--- config.mk ---
export PLATFORM = sky130hd
export DESIGN_NAME = memory_access_stage
export DESIGN_NICKNAME = d
export VERILOG_FILES = /design/src/rtl/memory_access_stage.sv
export SDC_FILE = /design/constraint.sdc
export NUM_CORES = 1
export LEC_CHECK = 0
export ABC_AREA = 1
export CORE_AREA = 2 2 164 166
export DETAILED_ROUTE_END_ITERATION = 8
export DIE_AREA = 0 0 166 168
export HOLD_SLACK_MARGIN = 0.02
export PLACE_DENSITY = 0.71
export SLEW_MARGIN = 20
export SYNTH_ARGS = -nofsm -noshare
export SYNTH_HDL_FRONTEND = slang
export SYNTH_SLANG_ARGS = --single-unit
--- constraint.sdc ---
create_clock -name clk -period 1.4 [get_ports clk]
set_clock_uncertainty 0.2 [all_clocks]
set_input_delay 0.14 -clock clk [delete_from_list [all_inputs] [get_ports clk]]
set_output_delay 0.14 -clock clk [all_outputs]
set_load 0.005 [all_outputs]
--- src/rtl/memory_access_stage.sv ---
// memory_access_stage: pipeline MA stage with data-memory handshake,
// store lane shifting, load alignment/extension and the MA/WB register.
//
// Ports:
//   clk, rst            - clock, synchronous active-high reset
//   *_in                - EX/MA pipeline register contents
//   dmem_rdata/resp     - data-memory response (resp is a 1-cycle pulse)
//   dmem_read/write     - request strobes, held until the response cycle
//   dmem_address/wdata/byte_enable - request payload
//   MA_stall            - freezes EX/MA and upstream while a memop waits
//   *_out, mem_wb_data  - MA/WB register and writeback/forwarding value

package rv32i_types;

   typedef logic [31:0] rv32i_word;

   typedef enum logic [6:0] {
      op_lui   = 7'b0110111,
      op_auipc = 7'b0010111,
      op_jal   = 7'b1101111,
      op_jalr  = 7'b1100111,
      op_br    = 7'b1100011,
      op_load  = 7'b0000011,
      op_store = 7'b0100011,
      op_imm   = 7'b0010011,
      op_reg   = 7'b0110011,
      op_csr   = 7'b1110011
   } rv32i_opcode;

   typedef struct packed {
      rv32i_opcode opcode;
      logic        load_regfile;
      logic [4:0]  rd;
   } rv32i_control_word;

endpackage

module memory_access_stage
   import rv32i_types::*;
(
   input  logic              clk,
   input  logic              rst,
   input  rv32i_control_word ctrl_word_in,
   input  rv32i_word         instruction_in,
   input  rv32i_word         PC_in,
   input  rv32i_word         alu_out_in,
   input  rv32i_word         rs2_in,
   input  logic              br_en_in,
   input  logic [3:0]        mem_byte_enable_in,
   input  rv32i_word         dmem_rdata,
   input  logic              dmem_resp,
   output logic              dmem_read,
   output logic              dmem_write,
   output rv32i_word         dmem_address,
   output rv32i_word         dmem_wdata,
   output logic [3:0]        dmem_byte_enable,
   output logic              MA_stall,
   output rv32i_control_word ctrl_word_out,
   output rv32i_word         instruction_out,
   output rv32i_word         PC_out,
   output rv32i_word         alu_out_out,
   output logic              br_en_out,
   output rv32i_word         mem_rdata_out,
   output rv32i_word         mem_wb_data
);

   typedef enum logic {IDLE, BUSY} state_t;

   state_t     state;
   state_t     next_state;
   logic       is_load;
   logic       is_store;
   logic       memop;
   logic [2:0] funct3;
   logic [4:0] lane_sh;
   rv32i_word  shifted;
   rv32i_word  load_val;

   assign is_load  = (ctrl_word_in.opcode == op_load);
   assign is_store = (ctrl_word_in.opcode == op_store);
   assign memop    = is_load | is_store;
   assign funct3   = instruction_in[14:12];
   assign lane_sh  = {alu_out_in[1:0], 3'b000};

   always_ff @(posedge clk) begin
      if (rst) state <= IDLE;
      else     state <= next_state;
   end

   always_comb begin
      next_state = state;
      unique case (state)
         IDLE: if (memop && !dmem_resp) next_state = BUSY;
         BUSY: if (dmem_resp)           next_state = IDLE;
      endcase
   end

   // Request stays up through the response cycle in either state;
   // a same-cycle response therefore never raises the stall.
   always_comb begin
      dmem_read  = 1'b0;
      dmem_write = 1'b0;
      MA_stall   = 1'b0;
      if (!rst) begin
         unique case (state)
            IDLE, BUSY: begin
               dmem_read  = is_load;
               dmem_write = is_store;
               MA_stall   = memop && !dmem_resp;
            end
         endcase
      end
   end

   assign dmem_address     = {alu_out_in[31:2], 2'b00};
   assign dmem_byte_enable = mem_byte_enable_in;
   assign dmem_wdata       = (funct3 == 3'b010) ? rs2_in
                                                : (rs2_in << lane_sh);

   assign shifted = dmem_rdata >> lane_sh;

   always_comb begin
      load_val = dmem_rdata;
      unique case (1'b1)
         (funct3 == 3'b000): load_val = {{24{shifted[7]}}, shifted[7:0]};
         (funct3 == 3'b100): load_val = {24'h0, shifted[7:0]};
         (funct3 == 3'b001): load_val = {{16{shifted[15]}}, shifted[15:0]};
         (funct3 == 3'b101): load_val = {16'h0, shifted[15:0]};
         default:            load_val = dmem_rdata;
      endcase
   end

   always_ff @(posedge clk) begin
      if (rst) begin
         ctrl_word_out   <= '0;
         instruction_out <= '0;
         PC_out          <= '0;
         alu_out_out     <= '0;
         br_en_out       <= 1'b0;
         mem_rdata_out   <= '0;
      end else if (!MA_stall) begin
         ctrl_word_out   <= ctrl_word_in;
         instruction_out <= instruction_in;
         PC_out          <= PC_in;
         alu_out_out     <= alu_out_in;
         br_en_out       <= br_en_in;
         mem_rdata_out   <= is_load ? load_val : '0;
      end
   end

   assign mem_wb_data = (ctrl_word_out.opcode == op_load) ? mem_rdata_out
                                                          : alu_out_out;

endmodule

Figure 1. Floorplan with the power grid.
Scale bar: 50 um. Pins as bars on the die edge. Tap cells in gray.
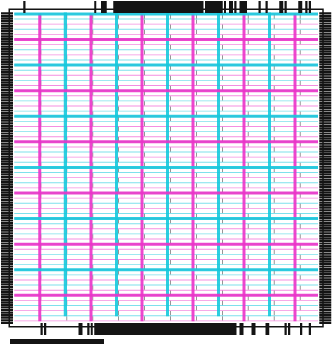
- cyan: VDD
- magenta: VSS
- met4 straps: 11
- signal pins: 426
- met1 rails: 61
- met5 straps: 12
- tap cells: 341
Max VDD drop: 0.000632 V
Chip Height: 168 um
core region area: 26400 um2
x dimension of the die: 166 um

Figure 2. Placement by cell class.
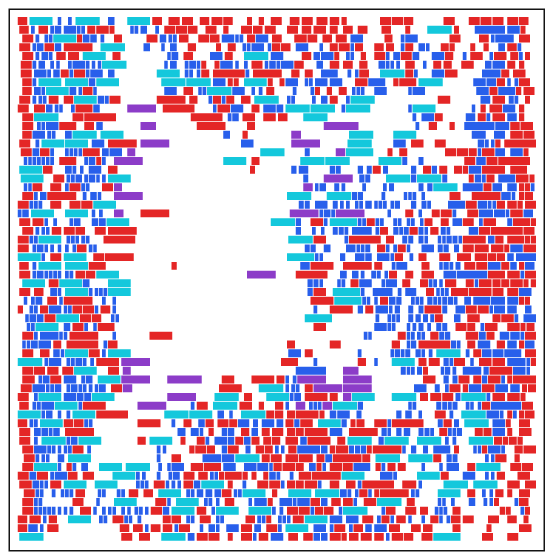
- purple: clock drivers and dummy loads (cells 32; share of their area 3.9%)
- blue: combinational and other logic (cells 953; share of their area 34%)
- red: other buffers and delay cells (cells 688; share of their area 43%)
- cyan: flops (cells 142; share of their area 19%)
sequential cell area share: 18.4%
final standard cell utilization of the core: 60.9%

==> results_dict.tcl <==
# flow metrics
set metrics [dict create \
    ys_cells 1200 \
    drive_above_1_share_pct 43.0 \
    globalRouteTotalUtil_pct 24.1 \
    mappedNetlistArea_um2 7560 \
    rr_startpoint "mem_rdata_out[0]$_SDFFE_PP0N_" \
    syn2layout_area_growth_pct 112 \
    setup_total_negative_slack_ns -33.16 \
    numCtsBuffers 17 \
    clk_share_pct 3.77 \
    pins_over_slew_limit 0 \
    numPortBuffers 415 \
    num_io_pins 426 \
    static-leakage-power_nw 8.36 \
    htree_num_levels 4 \
    grt_first_pass_wirelength_um 53100 \
    numSequentialCells 142 \
    post_cts.repair.setup_buffers 58 \
    cts_tree "built" \
    instances_no_fill 2156 \
    cpMostUsedCell "sky130_fd_sc_hd__buf_6" \
    worst_ep_required_time_ns 1.06 \
    core.rowCount 60 \
    place_worst_setup_slack_ns -1.05 \
    floorplanUtilization_pct 28.7 \
    timing.critical_path.arrival_ns 1.91 \
    yosysWarnings 0 \
    critical_path.n_buffers_inverters 4 \
    timing.final.crit_share_pct 160 \
    power.clock.fraction_pct 39.6 \
    vias 10100 \
    critical_path.top_delay_family "buffers and inverters" \
    wirelength_um 38200 \
    status "complete, but fails checks" \
    layout.area.comb_um2 4740 \
    post-route-cell-area_um2 16000 \
    swShare_pct 28.6 \
    regArea_um2 2940 \
    netSwitchingPower_w 0.00345 \
    clock_path_buffers 2 \
    worst_setup_hold_path_clk_slew_ns 0.07 \
    cp_slowest_cell "sky130_fd_sc_hd__dfxtp_2" \
    crit_fanout 7 \
    max_stage_delay_ns 0.33 \
    grt_max_degree 87 \
    hp-class "in2reg" \
    path_class "reg2out" \
    fillerInstances 2299 \
    floorplan.die_area_um2 27900 \
    final-hold-violation-count 0 \
    top_cell_category "buffers" \
    post_cts.resized_instances 921 \
    detail_route.wl_per_cell_um 17.7 \
    buffer_area_share_pct 42.0 \
    fmax_ghz 0.445 \
    first_global_vias 9582 \
    synth_seq_share_pct 37.6 \
    min_delay_src "ctrl_word_in[11]" \
    firstDrtPassIters 5 \
    place.gp.congestion 0.939 \
    timing.critical_path.to_type "primary output" \
    placement.cell_area_um2 13000 \
    failed_checks "negative setup slack" \
    clock-sinks 142 \
    finalWorstSetupSlack_ns -0.845 \
    worst_setup_path_startpoint "ctrl_word_out[10]$_SDFFE_PP0N_" \
    setup_viol 128 \
    post_synth_num_cell_types 25 \
    final.signal_buffer_count 688 \
    slew_headroom_pct 64.9 \
    root_buffer "sky130_fd_sc_hd__clkbuf_16" \
]
Figure 3. Routed clock nets over the placement.
Scale bar: 50 um.
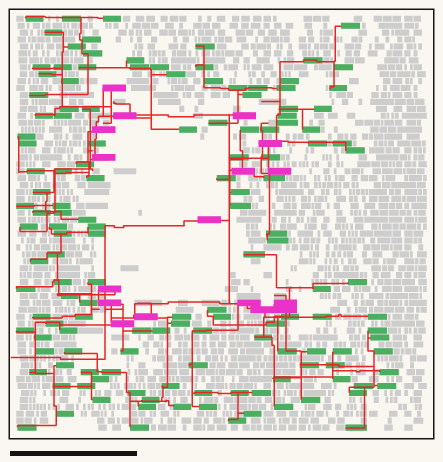
- red: clock wires (length 2310 um)
- magenta: clock drivers (count 17)
- green: flip-flops (count 142)
- flops lie: widely spread

## placed cells by master (no fill, tap or decap), drive strengths merged
cell type | Yosys | final
nand3 | 74 | 75
dlygate4sd2 | 0 | 108
nor3 | 3 | 3
clkdlybuf4s15 | 0 | 22
mux2 | 32 | 32
o221ai | 8 | 8
o21ai | 31 | 31
o22ai | 9 | 9
dfxtp | 142 | 142
buf | 74 | 372
inv | 145 | 148
dlymetal6s2s | 0 | 4
o2111ai | 1 | 1
conb | 1 | 2
clkdlybuf4s50 | 0 | 150
bufinv | 0 | 2
clkinv | 0 | 4
nand4 | 7 | 7
a21boi | 1 | 1
a21oi | 50 | 50
o21bai | 2 | 2
dlygate4sd3 | 0 | 8
clkinvlp | 0 | 4
clkbuf | 33 | 43
nand2 | 317 | 317
nor2 | 270 | 270
## stage by stage
step                hold WS (ns)  total power, W
floorplan                 0.0723         0.00525
global placement          0.0800         0.00692
detailed placement        0.0800         0.00694
CTS                       0.0689          0.0118
global route              0.0293          0.0126
finish                    0.0190          0.0121
## layer usage
layer	global-route usage [%]	part of all wire, %	vias to the layer above
met3	6.68	7.6	69
li1	-	-	4866
met2	44.4	51	417
met5	0	0	-
met4	8.73	3.1	0
met1	26.5	38	4742
## Yosys cell counts (all sizes together)
cell type | n | area (um2)
conb | 1 | 3.75
o2111ai | 1 | 15.0
nand3 | 74 | 375
o221ai | 8 | 70.1
buf | 74 | 467
clkbuf | 33 | 124
a21oi | 50 | 250
o21ai | 31 | 155
nor3 | 3 | 15.0
dfxtp | 142 | 2840
a21boi | 1 | 7.51
nand4 | 7 | 43.8
inv | 145 | 544
o21bai | 2 | 15.0
nand2 | 317 | 1200
o22ai | 9 | 56.3
mux2 | 32 | 360
nor2 | 270 | 1020
## power by group through the flow
stage	logic [W]	clock network, W	registers [W]
6_report	0.00297	0.00477	0.00432
5_1_grt	0.00316	0.00507	0.00434
4_1_cts	0.00264	0.00489	0.00430
3_5_place_dp	0.00254	0	0.00440
3_3_place_gp	0.00252	0	0.00440
2_1_floorplan	0.000834	0	0.00442
## final timing paths
path | to | slack, ns | cells past startpoint
hold reg to reg | ctrl_word_out[0]$_SDFFE_PP0N_ | 0.27 | 2
hold / removal | ctrl_word_out[11]$_SDFFE_PP0N_ | 0.02 | 6
setup reg to reg | mem_rdata_out[0]$_SDFFE_PP0N_ | 0.43 | 3
setup / recovery | mem_wb_data[12] | -0.85 | 7
## registers in the layout, indices dropped and copies added (netlist names)
| signal | flops |
|---|---|
| br_en_out | 1 |
| alu_out_out | 32 |
| PC_out | 32 |
| instruction_out | 32 |
| mem_rdata_out | 32 |
| ctrl_word_out | 13 |
## worst reg2reg max path, stage by stage, from the launching register on
cell                      delay, ns
sky130_fd_sc_hd__dfxtp_1       0.35
sky130_fd_sc_hd__buf_4         0.12
sky130_fd_sc_hd__nand3_1       0.07
sky130_fd_sc_hd__a21oi_1       0.17
## cells by family (layout without fill, tap and decap cells)
family / count (synthesis) / after routing / synth area share [%]
other: 1 / 2 / 0.0496
muxes: 32 / 32 / 4.77
buffers and inverters: 252 / 865 / 15.0
DFF: 142 / 142 / 37.6
AOI/OAI and AO/OA: 102 / 102 / 7.53
and+or+nand+nor: 671 / 672 / 35.0
Power figures rest on the tool's default switching activity, not on a simulated workload.
